[src/rtl/mem_arbiter.sv]
// mem_arbiter: shares one downstream memory port between the instruction
// fetch (I) and data (D) requesters. Only one transaction is outstanding
// at a time; simultaneous requests are resolved round-robin.
module mem_arbiter #(
    parameter int ADDR_W = 32,
    parameter int DATA_W = 32
) (
    input  logic                  clk,
    input  logic                  resetn,

    // instruction fetch requester
    input  logic                  i_valid,
    input  logic [ADDR_W-1:0]     i_addr,
    output logic                  i_addr_ok,
    output logic                  i_data_ok,
    output logic [DATA_W-1:0]     i_data,

    // data requester
    input  logic                  d_valid,
    input  logic [ADDR_W-1:0]     d_addr,
    input  logic [2:0]            d_size,
    input  logic [DATA_W/8-1:0]   d_strobe,
    input  logic [DATA_W-1:0]     d_wdata,
    output logic                  d_addr_ok,
    output logic                  d_data_ok,
    output logic [DATA_W-1:0]     d_rdata,

    // downstream memory port
    output logic                  m_valid,
    output logic [ADDR_W-1:0]     m_addr,
    output logic [2:0]            m_size,
    output logic [DATA_W/8-1:0]   m_strobe,
    output logic [DATA_W-1:0]     m_wdata,
    input  logic                  m_addr_ok,
    input  logic                  m_data_ok,
    input  logic [DATA_W-1:0]     m_rdata
);

    localparam int STRB_W = DATA_W / 8;

    // owner / last_grant encoding
    localparam logic OWN_I = 1'b0;
    localparam logic OWN_D = 1'b1;

    typedef enum logic [1:0] {
        IDLE = 2'd0,
        REQ  = 2'd1,
        WAIT = 2'd2
    } state_t;

    state_t              state;
    logic                owner;
    logic                last_grant;

    // request captured at grant time; drives the memory port through REQ
    logic [ADDR_W-1:0]   buf_addr;
    logic [2:0]          buf_size;
    logic [STRB_W-1:0]   buf_strobe;
    logic [DATA_W-1:0]   buf_wdata;

    logic                idle;
    logic                pick_d;
    logic                grant_i;
    logic                grant_d;
    logic                done;

    // Grant decision: a lone requester wins; on a tie the one that did not
    // win last time is served. Outputs are held low while reset is asserted.
    always_comb begin
        idle    = resetn && (state == IDLE);
        pick_d  = d_valid && (!i_valid || (last_grant == OWN_I));
        grant_d = idle && pick_d;
        grant_i = idle && i_valid && !pick_d;
    end

    // Completion: response accepted together with the address in REQ, or
    // any response in WAIT. Responses in IDLE or in REQ without addr_ok are
    // not ours and are dropped.
    always_comb begin
        done = resetn && (((state == REQ) && m_addr_ok && m_data_ok) ||
                          ((state == WAIT) && m_data_ok));
    end

    // Transaction FSM, owner tracking and request buffering.
    always_ff @(posedge clk) begin
        if (!resetn) begin
            state      <= IDLE;
            owner      <= OWN_I;
            last_grant <= OWN_I;
            buf_addr   <= '0;
            buf_size   <= '0;
            buf_strobe <= '0;
            buf_wdata  <= '0;
        end else begin
            case (state)
                IDLE: begin
                    if (grant_d) begin
                        owner      <= OWN_D;
                        last_grant <= OWN_D;
                        buf_addr   <= d_addr;
                        buf_size   <= d_size;
                        buf_strobe <= d_strobe;
                        buf_wdata  <= d_wdata;
                        state      <= REQ;
                    end else if (grant_i) begin
                        // fetches are always word reads
                        owner      <= OWN_I;
                        last_grant <= OWN_I;
                        buf_addr   <= i_addr;
                        buf_size   <= 3'd2;
                        buf_strobe <= '0;
                        buf_wdata  <= '0;
                        state      <= REQ;
                    end
                end
                REQ: begin
                    if (m_addr_ok) begin
                        state <= m_data_ok ? IDLE : WAIT;
                    end
                end
                WAIT: begin
                    if (m_data_ok) begin
                        state <= IDLE;
                    end
                end
                default: state <= IDLE;
            endcase
        end
    end

    // Requester handshakes and response routing to the current owner.
    always_comb begin
        i_addr_ok = grant_i;
        d_addr_ok = grant_d;
        i_data_ok = done && (owner == OWN_I);
        d_data_ok = done && (owner == OWN_D);
        i_data    = i_data_ok ? m_rdata : '0;
        d_rdata   = d_data_ok ? m_rdata : '0;
    end

    // Downstream request, presented only while in REQ.
    always_comb begin
        m_valid  = resetn && (state == REQ);
        m_addr   = buf_addr;
        m_size   = buf_size;
        m_strobe = buf_strobe;
        m_wdata  = buf_wdata;
    end

endmodule

[config.mk]
export PLATFORM = sky130hd
export DESIGN_NAME = mem_arbiter
export DESIGN_NICKNAME = d
export VERILOG_FILES = /design/src/rtl/mem_arbiter.sv
export SDC_FILE = /design/constraint.sdc
export NUM_CORES = 1
export LEC_CHECK = 0
export CORE_AREA = 2 2 109 111
export CTS_BUF_LIST = sky130_fd_sc_hd__clkbuf_4
export DETAILED_ROUTE_END_ITERATION = 6
export DIE_AREA = 0 0 111 113
export PLACE_DENSITY = 0.78
export SETUP_SLACK_MARGIN = 0.02
export SLEW_MARGIN = 5
export SYNTH_ARGS = -nofsm -noshare
export SYNTH_HDL_FRONTEND = slang
export SYNTH_SLANG_ARGS = --single-unit
[constraint.sdc]
create_clock -name clk -period 1.7 [get_ports clk]
set_input_delay 0.34 -clock clk [delete_from_list [all_inputs] [get_ports clk]]
set_output_delay 0.34 -clock clk [all_outputs]
set_load 0.02 [all_outputs]
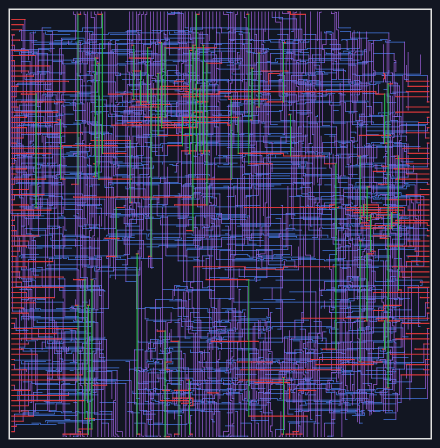
*Wiring by layer*
- purple: met2 (wire length 12,500 um)
- green: met4 (wire length 1,270 um)
- blue: met1 (wire length 8,470 um)
- red: met3 (wire length 1,620 um)
routed via count: 5,491
mean routed wirelength per cell: 25.44 um
GR Util All Layers: 0.3098
Post-Route WL: 23,840 um

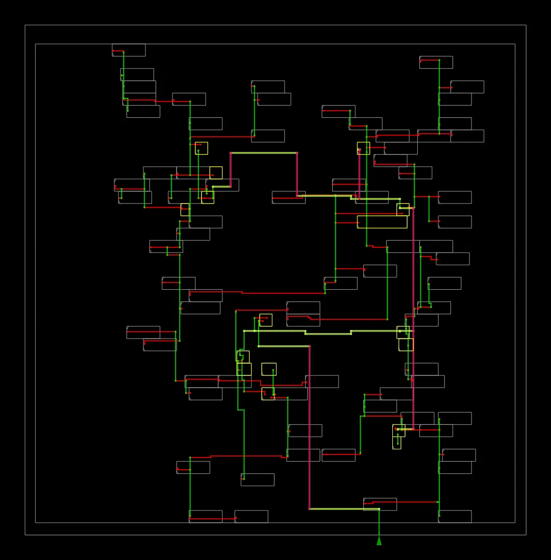
*Clock nets*
# clock sinks: 74
clk pwr: 0.00119 W
clk latency late pin: 460 ps
Layout Skew: 19.41 ps

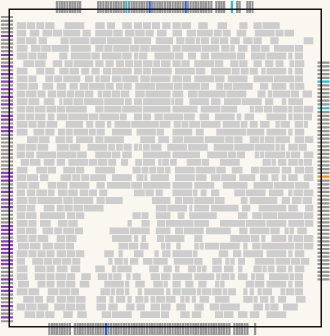
*Ports around the boundary*
Pins as bars across the die edge, other pins in gray.
- orange: `i_valid` (pins 1; direction input; edge right)
- cyan: `m_strobe` (pins 4; direction output; edge 2 right, 2 top)
- purple: `i_data` (pins 32; direction output; edge left)
- blue: `m_size` (pins 3; direction output; edge 2 top, 1 bottom)
Die X-Extent: 111 um
Die H: 113 um

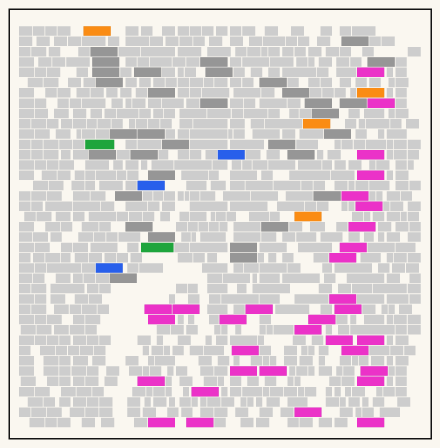
*Register map, names as in the netlist*
Other sequential cells in the stronger gray, the rest of the logic in the fainter gray.
- magenta: `m_addr` (sequential cells 32)
- orange: `m_strobe` (sequential cells 4)
- green: `state` (sequential cells 2)
- blue: `m_size` (sequential cells 3)
- not colored: 33
Reg area: 1486 sq um
Finished Core Util: 0.8089
flop share of the area: 0.1630
P_seq: 0.00193 W

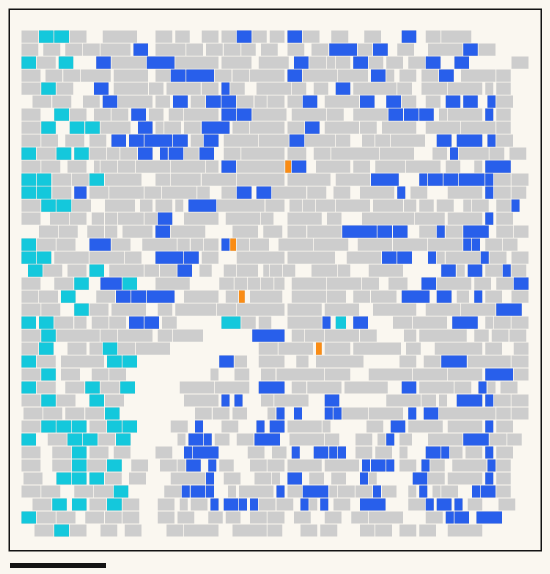
*Gate-type map*
The bar under the picture is 20 um long.
- orange: inverters (cells 4; where center)
- blue: inverting AOI/OAI gates (cells 179; where all over the die)
- cyan: AND and OR gates (cells 66; where a column on the left)
Comb area share: 0.3233
most numerous logic cell after layout: clkdlybuf4s50_1
Layout Cells excl Fill: 937

Yosys cell counts (all sizes together), types with 2 or more instances:
library cell,count
nor3b,3
nand3,70
and2,64
a21oi,71
a211oi,4
clkbuf,19
buf,34
dfxtp,74
nor2,3
nand2,2
o21ai,70
a311oi,33
inv,4
cell type report:
class / instances / area, sq um
Clock buffer: 10 / 75.07
Clock inverter: 6 / 66.31
Fill cell: 636 / 2155
Inverter: 4 / 15.01
Multi-Input combinational cell: 328 / 2948
Sequential cell: 74 / 1486
Tap cell: 143 / 178.9
Timing Repair Buffer: 372 / 4348
routing by layer:
layer  share of wire  vias to the layer above  GRT usage  wire [um]
li1                -                     2355          -          -
met1            0.36                     2669     0.3361       8470
met2            0.52                      360     0.5726      12480
met3           0.068                      107    0.07552       1619
met4           0.053                        0     0.1383       1269
met5               0                        -          0          0
==> impl_metrics.json <==
{
  "grt_setup_unrepaired": "true",
  "finalHoldViolCount": 0,
  "holdPathEnd": "m_wdata[16]",
  "violations": "negative setup slack",
  "grt_pass1_vias": 5367,
  "dp.cells": 854,
  "xor_share": 0,
  "endpoint": "d_rdata[13]",
  "power.switching_w": 0.001852,
  "warnings": 29,
  "synthToLayoutAreaGrowth_pct": 146.9,
  "dr.pass1.iters": 7,
  "hold_path.class": "input pin to flip-flop",
  "logic_family": "AND-OR/OR-AND gates",
  "synth.cell_area_sq_um": 3692,
  "fin_hold_ws_ps": 446.5,
  "edf_count": 0,
  "switching_share": 0.3504,
  "cts_max_path_buffers": 2,
  "overflow": 0,
  "intPower_w": 0.003434,
  "worstReg2RegEnd": "m_addr[0]",
  "r2r_slack_ps": -430,
  "grt_pass1_wl_um": 30420,
  "max_slew_margin": 0.2364,
  "fmax_ghz": 0.4386,
  "ys_sh_mux": 0,
  "antenna_found_initial": 0,
  "required_ps": 1360,
  "design_area_sq_um": 9117,
  "comb_cell_power_w": 0.00216,
  "total_power_w": 0.005286,
  "cpPeakStageDelay_ps": 360,
  "cp_top_family": "buffers and inverters",
  "setup_ws_ps": -579.8,
  "fp-utilization": 0.3276,
  "crit_chain": "nand3b_1, a211oi_2, buf_6, clkbuf_16, and2_4, buf_6",
  "finalCritPeriodShare": 1.341,
  "grt_max_degree": 73,
  "adder_share": 0,
  "rr_startpoint": "state[0]",
  "setup_viol": 141,
  "arrival_ps": 1940,
  "cp-end-kind": "output port",
  "netlist.area_leader.share": 0.4012,
  "dp_slack_ps": -917.5,
  "cts_made_buffers": 9,
  "drt_iter0_markers": 430,
  "worstHoldStart": "d_wdata[16]",
  "fp_nets": 600,
  "yosysTopAreaCell": "dfxtp_1",
  "status": "finished, violations left",
  "p_per_area_nw_per_um2": 579.8,
  "fin_crit_ps": 2280
}
Power and IR drop assume default switching activity.
